Floorplan with the power grid:
Pins as bars on the die edge. Tap cells in grey.
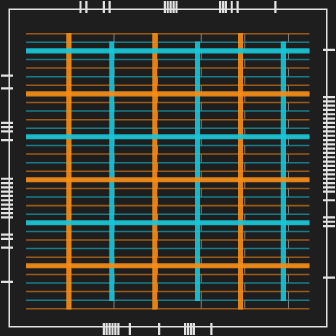
Placed cells, one colour a class:
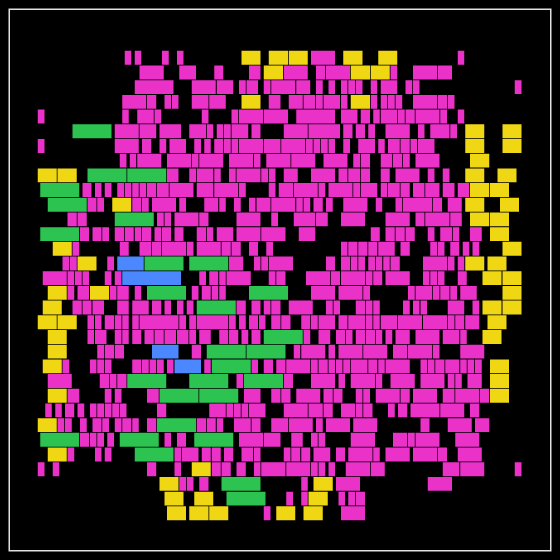
Design dtw_strip_sched, sky130hd; sources not shown.
==> run summary <==
flow finished, numbers: status=finished, final reports clean, max layer used=met4, top-count cell post-synth=ha_1, Bufs on Longest Clock Path=2, Cell variety after synth=56, Signal buffers=64, crit-path most repeated cell=ha_1, maximum fanout along the worst path=13, well-tap cell count=102, clk sink count=28, Place WS=5.37 ns, combinational power=608 uW, post-synthesis cell area=0.00445 mm2, leading cell category by total area=combinational gates, Overall Power=827 uW, Final ANT Viol Nets=0, met2 GRT Util=41.9%, met3 Usage GRT=3.13%, clk slew on worst S/H paths=0.09 ns, P_clk=72.5 uW, min Tclk post-route=7.10 ns, busiest layer in global routing=met2, initial antenna violation count=0, first-pass GRT wire length=19,900 um, RD Place Congestion=0.958, top_reg_cell synth=dfxtp_1, FILL cells=688, P&R area growth vs syn=13.9%, startpoint types=flop, AO/OA Area Share=16.4%, Seq power=147 uW, post-synthesis xor/xnor area fraction=6.86%, CTS tree=done, Chip Area, Yosys=0.00445 mm2, vias in the first global route=4,310, cell type with the largest total area=ha_1, layout cells sized above 1=4.98%, Comb power frac=73.5%, CP endpoint kind=output pin, setup TNS=0 ns, most frequent cells in the layout=92 x ha_1, 87 x nand2_1, 86 x inv_1, FFs & Latches=28, Slew Limit Fails=0, Synth Area in Simple Gates=23.5%, NonClk Buf Share=12.6%, f_max=141 MHz, Met1 Wirelength=5010 um, port buffer count=64, WL final=12,200 um
About 'floorplan with the power grid':
VSS -> orange
VDD -> cyan
signal pins = 77
met4 straps = 6
met5 straps = 6
chip width: 100 um
Peak VDD IR: 0.000113 V
core area: 0.00781 mm2
die height: 100 um

About 'placed cells, one colour a class':
all other logic -> magenta  # cells 587, share of their area 74%
clock drivers and dummy loads -> blue  # cells 4, share of their area 1.4%
flip-flops -> green  # cells 28, share of their area 11%
other buffers and delay cells -> yellow  # cells 64, share of their area 13%
row count: 32
Seq/total area: 11.1%
fin area: 0.00507 mm2
utilization after layout: 64.9%

Power is estimated from default activity; no workload was simulated.
